$ cat config.mk
export PLATFORM = sky130hd
export DESIGN_NAME = apb_servo_pwm
export DESIGN_NICKNAME = d
export VERILOG_FILES = /design/src/rtl/apb_servo_pwm.sv
export SDC_FILE = /design/constraint.sdc
export NUM_CORES = 1
export LEC_CHECK = 0
export CAP_MARGIN = 40
export CORE_UTILIZATION = 25
export DETAILED_ROUTE_END_ITERATION = 10
export PLACE_DENSITY = 0.51
export SLEW_MARGIN = 20
export SYNTH_ARGS = -nofsm -noshare
export SYNTH_HDL_FRONTEND = slang
export SYNTH_SLANG_ARGS = --single-unit
$ cat constraint.sdc
create_clock -name PCLK -period 5.4 [get_ports PCLK]
set_input_delay 1.08 -clock PCLK [delete_from_list [all_inputs] [get_ports PCLK]]
set_output_delay 1.08 -clock PCLK [all_outputs]
set_load 0.02 [all_outputs]
$ cat src/rtl/apb_servo_pwm.sv
// APB3 two-channel servo PWM generator (pan/tilt) with double-buffered period and duty.
// Shadow registers are written by firmware; active copies reload only at a period wrap or while disabled.
module apb_servo_pwm #(
  parameter int CNT_W      = 21,
  parameter int PERIOD_RST = 2000000,
  parameter int DUTY_RST   = 150000
) (
  input  logic        PCLK,
  input  logic        PRESERN,
  input  logic        PSEL,
  input  logic        PENABLE,
  input  logic        PWRITE,
  input  logic [7:0]  PADDR,
  input  logic [31:0] PWDATA,
  output logic [31:0] PRDATA,
  output logic        PREADY,
  output logic        PSLVERR,
  output logic        PWM_PAN,
  output logic        PWM_TILT
);

  localparam logic [2:0] REG_CTRL   = 3'd0;
  localparam logic [2:0] REG_PERIOD = 3'd1;
  localparam logic [2:0] REG_DUTY0  = 3'd2;
  localparam logic [2:0] REG_DUTY1  = 3'd3;
  localparam logic [2:0] REG_STATUS = 3'd4;
  localparam logic [2:0] REG_COUNT  = 3'd5;

  localparam logic [CNT_W-1:0] PERIOD_INIT = CNT_W'(PERIOD_RST);
  localparam logic [CNT_W-1:0] DUTY_INIT   = CNT_W'(DUTY_RST);
  localparam logic [CNT_W-1:0] MIN_PERIOD  = CNT_W'(2);

  logic [2:0]       reg_sel;
  logic             access;
  logic             wr_commit;
  logic             shadow_wr;
  logic             load_active;
  logic             wrap;
  logic [CNT_W-1:0] wdata;

  logic             en;
  logic             pending;
  logic [CNT_W-1:0] period_sh;
  logic [CNT_W-1:0] duty0_sh;
  logic [CNT_W-1:0] duty1_sh;
  logic [CNT_W-1:0] period_act;
  logic [CNT_W-1:0] duty0_act;
  logic [CNT_W-1:0] duty1_act;
  logic [CNT_W-1:0] cnt;
  logic             unused_bits;

  // Only addresses 0..3 are writable; anything else errors and must not touch state.
  assign reg_sel     = PADDR[4:2];
  assign access      = PSEL & PENABLE;
  assign wr_commit   = access & PWRITE & ~reg_sel[2];
  assign shadow_wr   = wr_commit & (reg_sel != REG_CTRL);
  assign wdata       = PWDATA[CNT_W-1:0];
  assign wrap        = (cnt == period_act - 1'b1);
  assign load_active = ~en | wrap;
  assign unused_bits = &{1'b0, PADDR[7:5], PADDR[1:0], PWDATA[31:CNT_W]};

  assign PREADY  = 1'b1;
  assign PSLVERR = access & (PWRITE ? reg_sel[2] : (reg_sel[2] & reg_sel[1]));

  always_comb begin
    PRDATA = '0;
    if (PSEL & ~PWRITE) begin
      case (reg_sel)
        REG_CTRL:   PRDATA = {31'b0, en};
        REG_PERIOD: PRDATA = 32'(period_sh);
        REG_DUTY0:  PRDATA = 32'(duty0_sh);
        REG_DUTY1:  PRDATA = 32'(duty1_sh);
        REG_STATUS: PRDATA = {30'b0, pending, en};
        REG_COUNT:  PRDATA = 32'(cnt);
        default:    PRDATA = '0;
      endcase
    end
  end

  always_ff @(posedge PCLK or negedge PRESERN) begin
    if (!PRESERN) begin
      en        <= 1'b0;
      period_sh <= PERIOD_INIT;
      duty0_sh  <= DUTY_INIT;
      duty1_sh  <= DUTY_INIT;
    end else if (wr_commit) begin
      case (reg_sel)
        REG_CTRL:   en <= PWDATA[0];
        REG_PERIOD: period_sh <= (wdata < MIN_PERIOD) ? MIN_PERIOD : wdata;
        REG_DUTY0:  duty0_sh <= wdata;
        REG_DUTY1:  duty1_sh <= wdata;
        default:    ;
      endcase
    end
  end

  // A write landing on the reload edge keeps pending set, so it takes effect one period later.
  always_ff @(posedge PCLK or negedge PRESERN) begin
    if (!PRESERN) begin
      cnt        <= '0;
      period_act <= PERIOD_INIT;
      duty0_act  <= DUTY_INIT;
      duty1_act  <= DUTY_INIT;
      pending    <= 1'b0;
    end else begin
      if (load_active) begin
        cnt        <= '0;
        period_act <= period_sh;
        duty0_act  <= duty0_sh;
        duty1_act  <= duty1_sh;
      end else begin
        cnt <= cnt + 1'b1;
      end
      pending <= shadow_wr | (pending & ~load_active);
    end
  end

  always_ff @(posedge PCLK or negedge PRESERN) begin
    if (!PRESERN) begin
      PWM_PAN  <= 1'b0;
      PWM_TILT <= 1'b0;
    end else begin
      PWM_PAN  <= en & (cnt < duty0_act);
      PWM_TILT <= en & (cnt < duty1_act);
    end
  end

endmodule

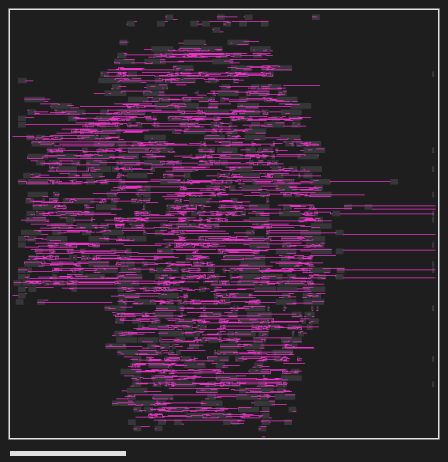
**Above:** run 1 (met1 routing).
Bar = 50 um. Cells faint in the background.
The longest straight run is 61.2 um. 794 nets have wire on it. The layer carries 10600 um of wire. The wires run mostly horizontal. The layer holds 49% of the routed length.
routed vias: 5632
met1 usage: 0.1881
drt total wl: 21420 um

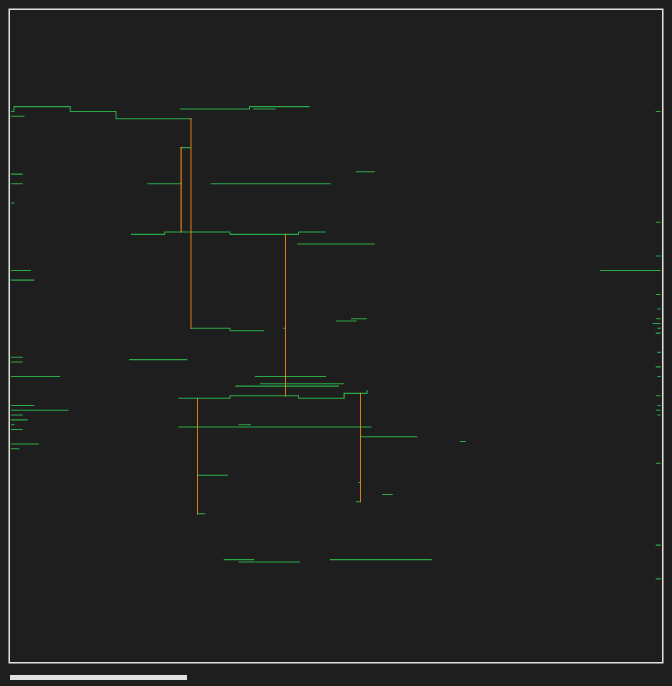
**Above:** run 1 (metal layers overlaid).
Bar = 50 um. Two of the layers only.
Key: metal 4 = orange [wire length 192 um]; metal 3 = green [wire length 668 um]
Wirelength per Cell: 17.33 um
Total GRT Usage: 0.1344

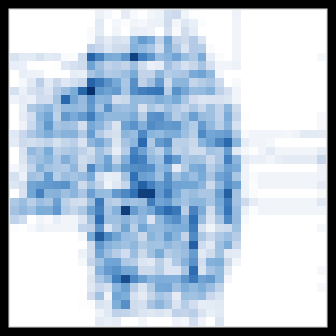
**Above:** run 1 (wiring heat map).
37 x 37 tiles, from white (low) to dark blue (high), scaled to the fullest tile. Values are wire area over tile area, all layers added.
The densest ninth of the die: middle. 36% of the tiles are nearly empty. The fullest tile reaches 0.46. The mean over all tiles is 0.096.

==> summary.txt, run 1 <==
Top Layout Cells - dfrtp_1 (105), mux2_2 (95), inv_1 (55)
Most used cell, CP - clkdlybuf4s50_1
Top-area cell type share of the netlist area - 0.3172
Global-route wire length before repair - 34300 um
Routing usage on met3 - 0.02139
Critical Path RT - 4.32 ns
Finished Layout Cells - 1236
Crit Path Category - primary input to output pin
Cells along the critical path - clkdlybuf4s50_1, nor2b_1, and2_1, buf_4, a22oi_1, a21oi_1, clkdlybuf4s50_1
Core area - 0.03254 sq mm
Met1 WL - 10580 um
Worst hold margin - 0.4908 ns
CP endpoint - PRDATA[10]
Setup skew after layout - 0.009903 ns
Share of layout cells above drive strength 1 - 0.2456
Top Family by Delay on Critical Path - buffers and inverters
Die X - 184.0 um
M2 GR Usage - 0.2155
Synth flops - 151
Reg2Reg Depth - 10
Comb. pwr - 863 uW
First-pass DRT Iterations - 4
Vias per cell - 4.557
Crit path time final - 4.697 ns
FP Util - 0.2546
Log Warnings - 42
TritonCTS Buffers - 17
Setup TNS - 0 ns
Post-route DRC - 0
Adder share - 0.06344
Psw - 1142 uW
Worst Setup Start Kind - primary input
Sw Share - 0.3000
Clk latency late pin - 0.43 ns
Xor+xnor area frac - 0.04547
Initial antenna violation count - 0
Final ANT Viol Nets - 0
Dominant logic cell type in the layout - dfrtp_1
Post-layout util - 0.3045
Internal power - 2665 uW
FMAX - 212.9 MHz
Synth Seq Share - 0.4631
Number of cells on the critical path - 7
Hold Crit Endpoint - duty0_act[16]$_DFFE_PN0N_
Top cells, area - dfrtp_1 (32%), dfstp_2 (15%), mux2_2 (13%), ha_1 (6.3%), mux2_1 (4.2%)
Post-cts sizing count - 0
YS warnings - 0
Dpl hpwl - 14740 um
Post-synth top flop - dfrtp_1
Final Wtd Congestion - 0.7710
Number of diodes - 0
CTS root buf - clkbuf_16
Cts hold-fix bufs - 0
Critical register-to-register path endpoint - duty1_act[10]$_DFFE_PN0N_
Clock slew at reported path FFs - 0.06 ns
Clock power share - 0.340
Number of logic gates - 490
Buffers, non-clock - 66
Cells in synth_stat.txt - 733
R2R setup slack - 1.61 ns
Crit-path max cell delay - 0.69 ns
RSZ-0062 raised after global routing - no
Post-synthesis cell type count - 57
Area fraction in compound gates - 0.1026
CTS tree - yes
Placed Area - 0.009269 sq mm
Simple share - 0.09335
Arrival @ worst endpoint - 3.62 ns
Vias in the first global route - 5730
Worst setup margin - 0.7031 ns
Clock Tree Buf Depth - 2
WL met3 - 667 um
Routed wl met2 - 9979 um
Iteration-0 DRC Markers - 302
Dominant comb cell - multiplexers
Storage cell area - 0.003836 sq mm
List of most frequent post-synthesis cells - dfrtp_1 (105), mux2_2 (95), inv_1 (55)
Top Metal Used - met4
# clk buffers - 19
Largest class - multi-input combinational cells
Crit path max fanout - 20
Worst setup path startpoint - PADDR[3]
Outcome - finished clean
Post-route clock period utilization - 0.8698
IO buf count - 52
Yosys stat area - 0.008283 sq mm
Chip height - 184.0 um
Fin. Hold Viols - 0
Total grt overflow - 0
Core Rows - 66
Comb pwr share - 0.227
Top-count cell post-synth - dfrtp_1
Post-synth mux share - 0.1749
Htree depth - 4
Avg Cell Area, Syn - 11.30 sq um
Flop+latch power - 1650 uW
Slew headroom - 0.4430
Logic area - 0.004034 sq mm
Cell leakage power - 0.004203 uW
Async S/R FF share, synth - 1.000
Final setup fails - 0
**Run 1: track usage over the die**

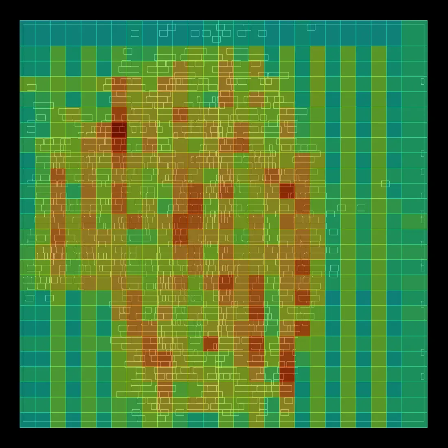

==> run 2, diff against run 1 <==
--- a/config.mk
+++ b/config.mk
@@ -8,6 +8,7 @@
 export CAP_MARGIN = 40
 export CORE_UTILIZATION = 25
 export DETAILED_ROUTE_END_ITERATION = 10
+export MAX_ROUTING_LAYER = met4
 export PLACE_DENSITY = 0.51
 export SLEW_MARGIN = 20
 export SYNTH_ARGS = -nofsm -noshare
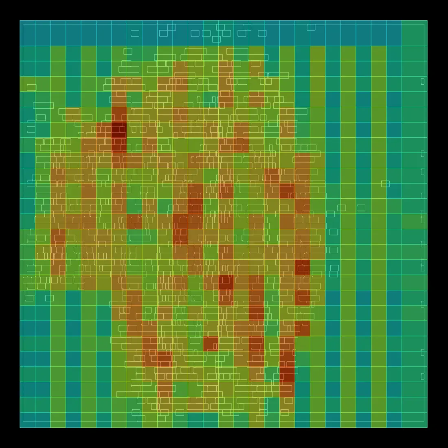
**Above:** run 2 (track usage over the die).
GR peak layer: met2
met1 usage: 0.1888

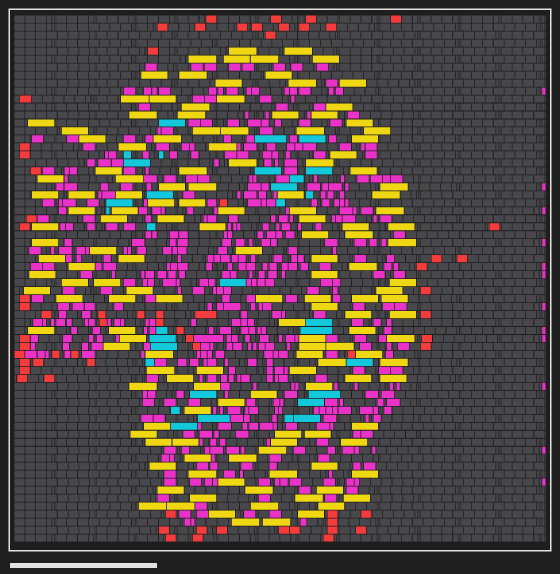
**Above:** run 2 (cells coloured by class).
Bar = 50 um. Fill, decap, tap and diode cells in grey.
Key: clock drivers and dummy loads = cyan [cells 32, share of their area 6.8%]; remaining buffers and delay cells = red [cells 66, share of their area 6.8%]; sequential cells = yellow [cells 151, share of their area 41%]; combinational and other logic = magenta [cells 545, share of their area 45%]
Core Rows: 66
final instance area: 0.009907 sq mm
core area: 0.03254 sq mm
Seq area share: 0.3872
post-layout util: 0.3045

==> summary.txt, run 2 <==
Outcome - finished clean
Wirelength per Cell - 17.30 um (-0.19%)
Number of cells on the critical path - 7 (unchanged)
Xor+xnor area frac - 0.04547 (unchanged)
Final setup fails - 0 (unchanged)
Cells in synth_stat.txt - 733 (unchanged)
Top cells, area - dfrtp_1 (32%), dfstp_2 (15%), mux2_2 (13%), ha_1 (6.3%), mux2_1 (4.2%)
FMAX - 213.4 MHz (+0.23%)
Final Wtd Congestion - 0.7834 (+1.6%)
Critical register-to-register path endpoint - duty1_act[10]$_DFFE_PN0N_
Clock slew at reported path FFs - 0.06 ns (about the same)
IO buf count - 52 (unchanged)
Initial antenna violation count - 0 (unchanged)
Post-route DRC - 0 (unchanged)
Log Warnings - 42 (unchanged)
Arrival @ worst endpoint - 3.61 ns (about the same)
Total GRT Usage - 0.1384 (+0.004037)
Global-route wire length before repair - 34340 um (+0.12%)
Met1 WL - 10600 um (+0.16%)
Finished Layout Cells - 1236 (unchanged)
Flop+latch power - 1650 uW (about the same)
Routing usage on met3 - 0.02040 (-0.0009905)
Fin. Hold Viols - 0 (unchanged)
Area fraction in compound gates - 0.1026 (unchanged)
M2 GR Usage - 0.2155 (unchanged)
Crit-path max cell delay - 0.68 ns (about the same)
Setup TNS - 0 ns (unchanged)
Routed wl met2 - 10070 um (+0.89%)
Dpl hpwl - 14740 um (unchanged)
Synth Seq Share - 0.4631 (unchanged)
TritonCTS Buffers - 17 (unchanged)
Buffers, non-clock - 66 (unchanged)
Setup skew after layout - 0.009903 ns (-0.0000004500 ns)
Crit path time final - 4.686 ns (-0.01071 ns)
Total grt overflow - 0 (unchanged)
Cell leakage power - 0.004203 uW (unchanged)
YS warnings - 0 (unchanged)
Dominant logic cell type in the layout - dfrtp_1
Iteration-0 DRC Markers - 333 (+10%)
Vias in the first global route - 5722 (-0.14%)
Reg2Reg Depth - 10 (unchanged)
First-pass DRT Iterations - 6 (+2)
Post-synth mux share - 0.1749 (unchanged)
Crit path max fanout - 20 (unchanged)
Cts hold-fix bufs - 0 (unchanged)
Number of diodes - 0 (unchanged)
Avg Cell Area, Syn - 11.30 sq um (unchanged)
Sw Share - 0.3002 (about the same)
CTS tree - yes
Dominant comb cell - multiplexers
Comb pwr share - 0.227 (about the same)
Post-synthesis cell type count - 57 (unchanged)
Async S/R FF share, synth - 1.000 (unchanged)
Cells along the critical path - clkdlybuf4s50_1, nor2b_1, and2_1, buf_4, a22oi_1, a21oi_1, clkdlybuf4s50_1
Critical Path RT - 4.32 ns (about the same)
# clk buffers - 19 (unchanged)
Post-route clock period utilization - 0.8678 (-0.001983)
Slew headroom - 0.4478 (+0.004806)
Worst setup path startpoint - PADDR[3]
RSZ-0062 raised after global routing - no
Top Metal Used - met4
Clk latency late pin - 0.43 ns (about the same)
Psw - 1143 uW (+0.11%)
Worst hold margin - 0.4883 ns (-0.002514 ns)
Yosys stat area - 0.008283 sq mm (unchanged)
WL met3 - 518 um (-22%)
Top-count cell post-synth - dfrtp_1
Final ANT Viol Nets - 0 (unchanged)
FP Util - 0.2546 (unchanged)
CTS root buf - clkbuf_16
Worst Setup Start Kind - primary input
Htree depth - 4 (unchanged)
Synth flops - 151 (unchanged)
Hold Crit Endpoint - duty0_act[18]$_DFFE_PN0N_
Number of logic gates - 490 (unchanged)
Top Family by Delay on Critical Path - buffers and inverters
Adder share - 0.06344 (unchanged)
Clock Tree Buf Depth - 2 (unchanged)
Storage cell area - 0.003836 sq mm (unchanged)
Comb. pwr - 864 uW (about the same)
Die X - 184.0 um (unchanged)
Share of layout cells above drive strength 1 - 0.2456 (unchanged)
Clock power share - 0.340 (about the same)
Placed Area - 0.009269 sq mm (unchanged)
Post-synth top flop - dfrtp_1
Simple share - 0.09335 (unchanged)
Internal power - 2665 uW (about the same)
Top Layout Cells - dfrtp_1 (105), mux2_2 (95), inv_1 (55)
Vias per cell - 4.592 (+0.78%)
CP endpoint - PRDATA[10]
List of most frequent post-synthesis cells - dfrtp_1 (105), mux2_2 (95), inv_1 (55)
Most used cell, CP - clkdlybuf4s50_1
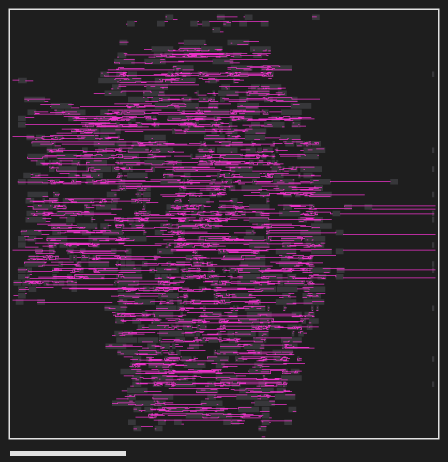
**Above:** run 2 (met1 routing).
Bar = 50 um. Cells faint in the background.
The wires run mostly horizontal. The layer holds 50% of the routed length.
routed vias: 5676
drt total wl: 21380 um

Power is estimated from default activity; no workload was simulated.
